`config.mk`:
```
export PLATFORM = sky130hd
export DESIGN_NAME = multicycle_ctrl
export DESIGN_NICKNAME = d
export VERILOG_FILES = /design/src/rtl/risc_ctrl_pkg.sv /design/src/rtl/ctrl_decode.sv /design/src/rtl/multicycle_ctrl.sv
export SDC_FILE = /design/constraint.sdc
export NUM_CORES = 1
export LEC_CHECK = 0
export ABC_CLOCK_PERIOD_IN_PS = 5000
export CAP_MARGIN = 20
export CORE_ASPECT_RATIO = 1.1
export CORE_MARGIN = 4
export CORE_UTILIZATION = 40
export CTS_CLUSTER_SIZE = 24
export DETAILED_ROUTE_END_ITERATION = 6
export PLACE_DENSITY = 0.88
export SLEW_MARGIN = 30
export SYNTH_ARGS = -nofsm -noshare
export SYNTH_HDL_FRONTEND = slang
export SYNTH_SLANG_ARGS = --single-unit
```
`constraint.sdc`:
```
create_clock -name clk -period 5 [get_ports clk]
set_input_delay 0.5 -clock clk [delete_from_list [all_inputs] [get_ports clk]]
set_output_delay 0.5 -clock clk [all_outputs]
set_load 0.03 [all_outputs]
```
`src/rtl/risc_ctrl_pkg.sv`:
```
// Shared encodings for the multicycle RISC controller and its datapath:
// FSM states, opcodes, ALU function codes and mux-select values.
package risc_ctrl_pkg;

  typedef enum logic [3:0] {
    S_FETCH  = 4'd0,
    S_DECODE = 4'd1,
    S_EXEC   = 4'd2,
    S_ALUWB  = 4'd3,
    S_MEMADR = 4'd4,
    S_MEMRD  = 4'd5,
    S_MEMWB  = 4'd6,
    S_MEMWR  = 4'd7,
    S_BRANCH = 4'd8,
    S_JUMP   = 4'd9
  } state_t;

  typedef enum logic [2:0] {
    CLS_ALU     = 3'd0,
    CLS_LOAD    = 3'd1,
    CLS_STORE   = 3'd2,
    CLS_BRANCH  = 3'd3,
    CLS_JAL     = 3'd4,
    CLS_JLR     = 3'd5,
    CLS_ILLEGAL = 3'd6
  } instr_cls_t;

  localparam logic [3:0] OP_ADD = 4'b0000;
  localparam logic [3:0] OP_ADI = 4'b0001;
  localparam logic [3:0] OP_NDU = 4'b0010;
  localparam logic [3:0] OP_LHI = 4'b0011;
  localparam logic [3:0] OP_LW  = 4'b0100;
  localparam logic [3:0] OP_SW  = 4'b0101;
  localparam logic [3:0] OP_JAL = 4'b1000;
  localparam logic [3:0] OP_JLR = 4'b1001;
  localparam logic [3:0] OP_BEQ = 4'b1100;

  localparam logic [2:0] ALU_ADD   = 3'b000;
  localparam logic [2:0] ALU_NAND  = 3'b001;
  localparam logic [2:0] ALU_PASSB = 3'b010;
  localparam logic [2:0] ALU_SUB   = 3'b011;
  localparam logic [2:0] ALU_ADDR  = 3'b100;

  localparam logic [1:0] SRCA_RA   = 2'b00;
  localparam logic [1:0] SRCA_RB   = 2'b01;

  localparam logic [1:0] SRCB_RB   = 2'b00;
  localparam logic [1:0] SRCB_IMM6 = 2'b01;
  localparam logic [1:0] SRCB_IMM9 = 2'b10;

  localparam logic [1:0] WA_RC     = 2'b00;
  localparam logic [1:0] WA_RB     = 2'b01;
  localparam logic [1:0] WA_RA     = 2'b10;

  localparam logic [1:0] WD_ALU    = 2'b00;
  localparam logic [1:0] WD_MEM    = 2'b01;
  localparam logic [1:0] WD_PC     = 2'b10;

  localparam logic [1:0] PC_INC    = 2'b00;
  localparam logic [1:0] PC_IMM    = 2'b01;
  localparam logic [1:0] PC_RB     = 2'b10;

endpackage

```
`src/rtl/ctrl_decode.sv`:
```
// Combinational opcode decoder: instruction class plus the ALU function,
// B-operand source and writeback address used by register-register ops.
module ctrl_decode
  import risc_ctrl_pkg::*;
(
  input  logic [3:0] opcode,
  output instr_cls_t cls,
  output logic [2:0] exec_f,
  output logic [1:0] exec_srcb,
  output logic [1:0] alu_wa
);

  always_comb begin
    cls       = CLS_ILLEGAL;
    exec_f    = ALU_ADDR;
    exec_srcb = SRCB_RB;
    alu_wa    = WA_RC;
    case (opcode)
      OP_ADD: begin
        cls    = CLS_ALU;
        exec_f = ALU_ADD;
      end
      OP_ADI: begin
        cls       = CLS_ALU;
        exec_f    = ALU_ADD;
        exec_srcb = SRCB_IMM6;
        alu_wa    = WA_RB;
      end
      OP_NDU: begin
        cls    = CLS_ALU;
        exec_f = ALU_NAND;
      end
      OP_LHI: begin
        cls       = CLS_ALU;
        exec_f    = ALU_PASSB;
        exec_srcb = SRCB_IMM9;
        alu_wa    = WA_RA;
      end
      OP_LW:   cls = CLS_LOAD;
      OP_SW:   cls = CLS_STORE;
      OP_BEQ:  cls = CLS_BRANCH;
      OP_JAL:  cls = CLS_JAL;
      OP_JLR:  cls = CLS_JLR;
      default: cls = CLS_ILLEGAL;
    endcase
  end

endmodule

```
`src/rtl/multicycle_ctrl.sv`:
```
// Multicycle control FSM: one state register, all datapath controls decoded
// combinationally from the current state, the latched opcode and handshakes.
module multicycle_ctrl
  import risc_ctrl_pkg::*;
(
  input  logic       clk,
  input  logic       reset,
  input  logic [3:0] opcode,
  input  logic [1:0] ir_cz,
  input  logic       alu_zero,
  input  logic       mem_ready,
  output logic       pc_we,
  output logic       ir_we,
  output logic       mem_re,
  output logic       mem_we,
  output logic       rf_we,
  output logic [2:0] alu_f,
  output logic [1:0] srca_sel,
  output logic [1:0] srcb_sel,
  output logic [1:0] wa_sel,
  output logic [1:0] wd_sel,
  output logic [1:0] pc_sel,
  output logic [3:0] state,
  output logic       illegal
);

  state_t     state_q;
  state_t     state_d;
  instr_cls_t cls;
  logic [2:0] exec_f;
  logic [1:0] exec_srcb;
  logic [1:0] alu_wa;
  logic       cz_unused;

  // The condition field only steers the register file's write suppression;
  // the control sequence is the same for every condition code.
  assign cz_unused = ^ir_cz;

  ctrl_decode u_decode (
    .opcode    (opcode),
    .cls       (cls),
    .exec_f    (exec_f),
    .exec_srcb (exec_srcb),
    .alu_wa    (alu_wa)
  );

  always_ff @(posedge clk) begin
    if (reset) state_q <= S_FETCH;
    else       state_q <= state_d;
  end

  assign state = state_q;

  always_comb begin
    state_d  = state_q;
    pc_we    = 1'b0;
    ir_we    = 1'b0;
    mem_re   = 1'b0;
    mem_we   = 1'b0;
    rf_we    = 1'b0;
    illegal  = 1'b0;
    alu_f    = ALU_ADDR;
    srca_sel = SRCA_RA;
    srcb_sel = SRCB_RB;
    wa_sel   = WA_RC;
    wd_sel   = WD_ALU;
    pc_sel   = PC_INC;
    // Reset masks every control so nothing is written during the reset cycle.
    if (!reset) begin
      case (state_q)
        S_FETCH: begin
          mem_re = 1'b1;
          if (mem_ready) begin
            ir_we   = 1'b1;
            pc_we   = 1'b1;
            pc_sel  = PC_INC;
            state_d = S_DECODE;
          end
        end
        S_DECODE: begin
          case (cls)
            CLS_ALU:             state_d = S_EXEC;
            CLS_LOAD, CLS_STORE: state_d = S_MEMADR;
            CLS_BRANCH:          state_d = S_BRANCH;
            CLS_JAL, CLS_JLR:    state_d = S_JUMP;
            default: begin
              illegal = 1'b1;
              state_d = S_FETCH;
            end
          endcase
        end
        S_EXEC: begin
          alu_f    = exec_f;
          srcb_sel = exec_srcb;
          state_d  = S_ALUWB;
        end
        S_ALUWB: begin
          // ALU function is held so the flags are written with the result.
          alu_f    = exec_f;
          srcb_sel = exec_srcb;
          rf_we    = 1'b1;
          wa_sel   = alu_wa;
          wd_sel   = WD_ALU;
          state_d  = S_FETCH;
        end
        S_MEMADR: begin
          srca_sel = SRCA_RB;
          srcb_sel = SRCB_IMM6;
          state_d  = (cls == CLS_STORE) ? S_MEMWR : S_MEMRD;
        end
        S_MEMRD: begin
          srca_sel = SRCA_RB;
          srcb_sel = SRCB_IMM6;
          mem_re   = 1'b1;
          if (mem_ready) state_d = S_MEMWB;
        end
        S_MEMWB: begin
          rf_we   = 1'b1;
          wa_sel  = WA_RA;
          wd_sel  = WD_MEM;
          state_d = S_FETCH;
        end
        S_MEMWR: begin
          srca_sel = SRCA_RB;
          srcb_sel = SRCB_IMM6;
          mem_we   = 1'b1;
          if (mem_ready) state_d = S_FETCH;
        end
        S_BRANCH: begin
          alu_f  = ALU_SUB;
          pc_sel = PC_IMM;
          if (alu_zero) pc_we = 1'b1;
          state_d = S_FETCH;
        end
        S_JUMP: begin
          rf_we   = 1'b1;
          wa_sel  = WA_RA;
          wd_sel  = WD_PC;
          pc_we   = 1'b1;
          pc_sel  = (cls == CLS_JLR) ? PC_RB : PC_IMM;
          state_d = S_FETCH;
        end
        default: state_d = S_FETCH;
      endcase
    end
  end

endmodule
```
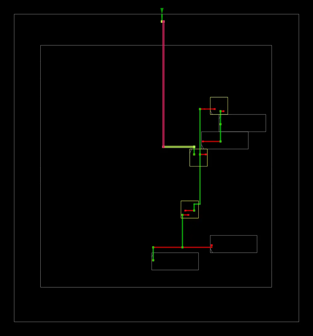
Figure 1: the clock network.
Worst Clk Skew: 0.00525 ns
cts bufs inserted: 3
CTS Sinks: 4
P_clk: 0.0000389 W
clk_lat worst skew: 0.23 ns

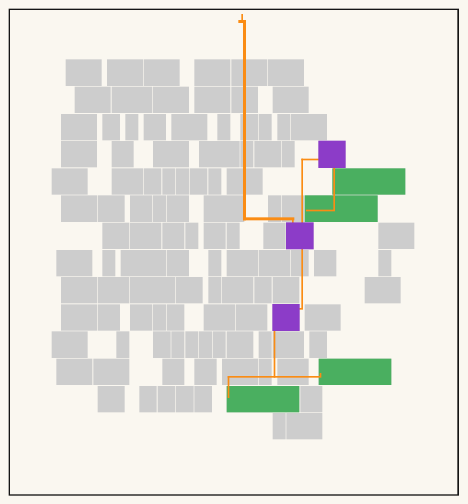
Figure 2: clock network drawn from the DEF.
(10 px per um)
[green] flip-flops | count: 4
[purple] clock-net drivers | count: 3
[orange] clock wires | length: 73.7 um
routed clock nets	4

==> flow_metrics.env <==
# physical design summary
export IMPL_synth_area_per_cell_sq_um=6.60
export IMPL_top_layer="met4"
export IMPL_status="finished clean"
export IMPL_fill_cells=132
export IMPL_synthTopLogicFamily="simple AND/OR/NAND/NOR gates"
export IMPL_die_x_um=44.8
export IMPL_flop_area_sq_um=80.1
export IMPL_path_depth=7
export IMPL_drt_met1_wl_um=768
export IMPL_p_leak_nw=0.318
export IMPL_topCellsByArea="dfxtp_1 13%, nor2_1 8.2%, nor3_1 5.1%"
export IMPL_p_sw_share_pct=38.2
export IMPL_period_used_pct=71.4
export IMPL_path_clk_slew_ns=0.04
export IMPL_grt_util_met3_pct=2.22
export IMPL_internal_power_w=0.0000844
export IMPL_wl_met2_um=903
export IMPL_hold_viol=0
export IMPL_final_core_util_pct=63.3
export IMPL_compound_area_share_pct=22.7
export IMPL_crit_arrival_ns=3.07
export IMPL_grt_busiest_layer="met2"
export IMPL_hpwl_um=1370
export IMPL_syn_inst=90
export IMPL_synth_seq_share_pct=13.5
export IMPL_dr_wl_met3_um=105
export IMPL_detail_route_antenna_nets=0
export IMPL_ys_sh_xor_pct=2.95
export IMPL_post_cts_buffers=0
export IMPL_p_comb_share_pct=42.2
export IMPL_maxPowerGroup="combinational cells"
export IMPL_r2r_start="state[0]"
export IMPL_port_buffers=29
export IMPL_powerDensity_nw_per_um2=156
export IMPL_yosysWarningCount=0
export IMPL_seq_power_share_pct=29.3
export IMPL_grt_antenna_before_repair=0
export IMPL_viasPerCell=5.73
export IMPL_ys_cells=90
export IMPL_core_area_sq_um=1380
export IMPL_groute_usage_overall_pct=17.8
export IMPL_critPathTopFamily="buffers and inverters"
export IMPL_drv_slew=0
export IMPL_routed_wl_um=1800
export IMPL_reg2reg_to="state[1]"
export IMPL_warnings=29
export IMPL_pg_comb_w=0.0000577
export IMPL_start_kind="input pin"
export IMPL_ios=33
export IMPL_cts_max_level=1
export IMPL_crit_type="input pin to output port"
export IMPL_cts_root_buf="clkbuf_4"
export IMPL_ys_types=35
export IMPL_drt_iter0_markers=34
export IMPL_area_growth_pct=47.4
export IMPL_min_path_type="register to register"
export IMPL_comb_area_sq_um=448
export IMPL_synth_top_cell_by_count="nor2_1"
export IMPL_floorplan_core_util_pct=42.9
export IMPL_gp_congestion=0.918
export IMPL_clockPowerShare_pct=28.5
export IMPL_simple_gate_area_share_pct=44.8
export IMPL_endpoint="pc_sel[1]"
export IMPL_finalSetupTns_ns=0
export IMPL_flop_cell="dfxtp_1"
export IMPL_worstSetupEndpointType="output port"
export IMPL_seq_power_w=0.0000400
export IMPL_cap_viol_max_count=0
export IMPL_syn_nets=102
export IMPL_top_area_cell="dfxtp_1"
export IMPL_ff2ff_setup_slack_ns=3.51
export IMPL_wire_per_inst_um=14.0
export IMPL_max_stage_delay_ns=0.67
export IMPL_die_h_um=48.4
export IMPL_final_layout_top_logic_cell="clkdlybuf4s50_1"
export IMPL_path_cells="clkdlybuf4s50_1 > nor3b_1 > inv_1 > ha_1 > nor2b_1 > and3_1 > clkdlybuf4s50_1"
export IMPL_fin_crit_ns=3.57
export IMPL_crit_required_ns=4.50
export IMPL_crit_top_cell="clkdlybuf4s50_1"
export IMPL_top_cell_area_share_pct=13.5
export IMPL_first_pass_iters=4
export IMPL_dieArea_sq_um=2170
export IMPL_ir_drop_mv=0.0627
export IMPL_cts_resized_gates=0
export IMPL_rsz0062_at_grt="no"
export IMPL_use_met1_pct=22.8
export IMPL_critPathSlowestCell="clkdlybuf4s50_1"
layout make-up:
type                            count  area share (%)
Sequential cell                     4            9.14
Tap cell                           16            2.29
Clock buffer                        3            2.57
Inverter                            4            1.71
Multi-Input combinational cell     73            51.1
Timing Repair Buffer               29            33.1
per-stage QoR:
step	hold WS (ns)	setup slack, ns	total power, W	area (sq um)	std cells
finish	0.709	1.43	0.000137	876	129
global route	0.756	1.25	0.000144	876	129
CTS	0.706	1.43	0.000138	876	129
detailed placement	0.703	1.44	0.0000975	853	126
global placement	0.674	1.52	0.0000964	853	126
floorplan	0.656	2.40	0.0000776	594	90
Power is estimated from default activity; no workload was simulated.
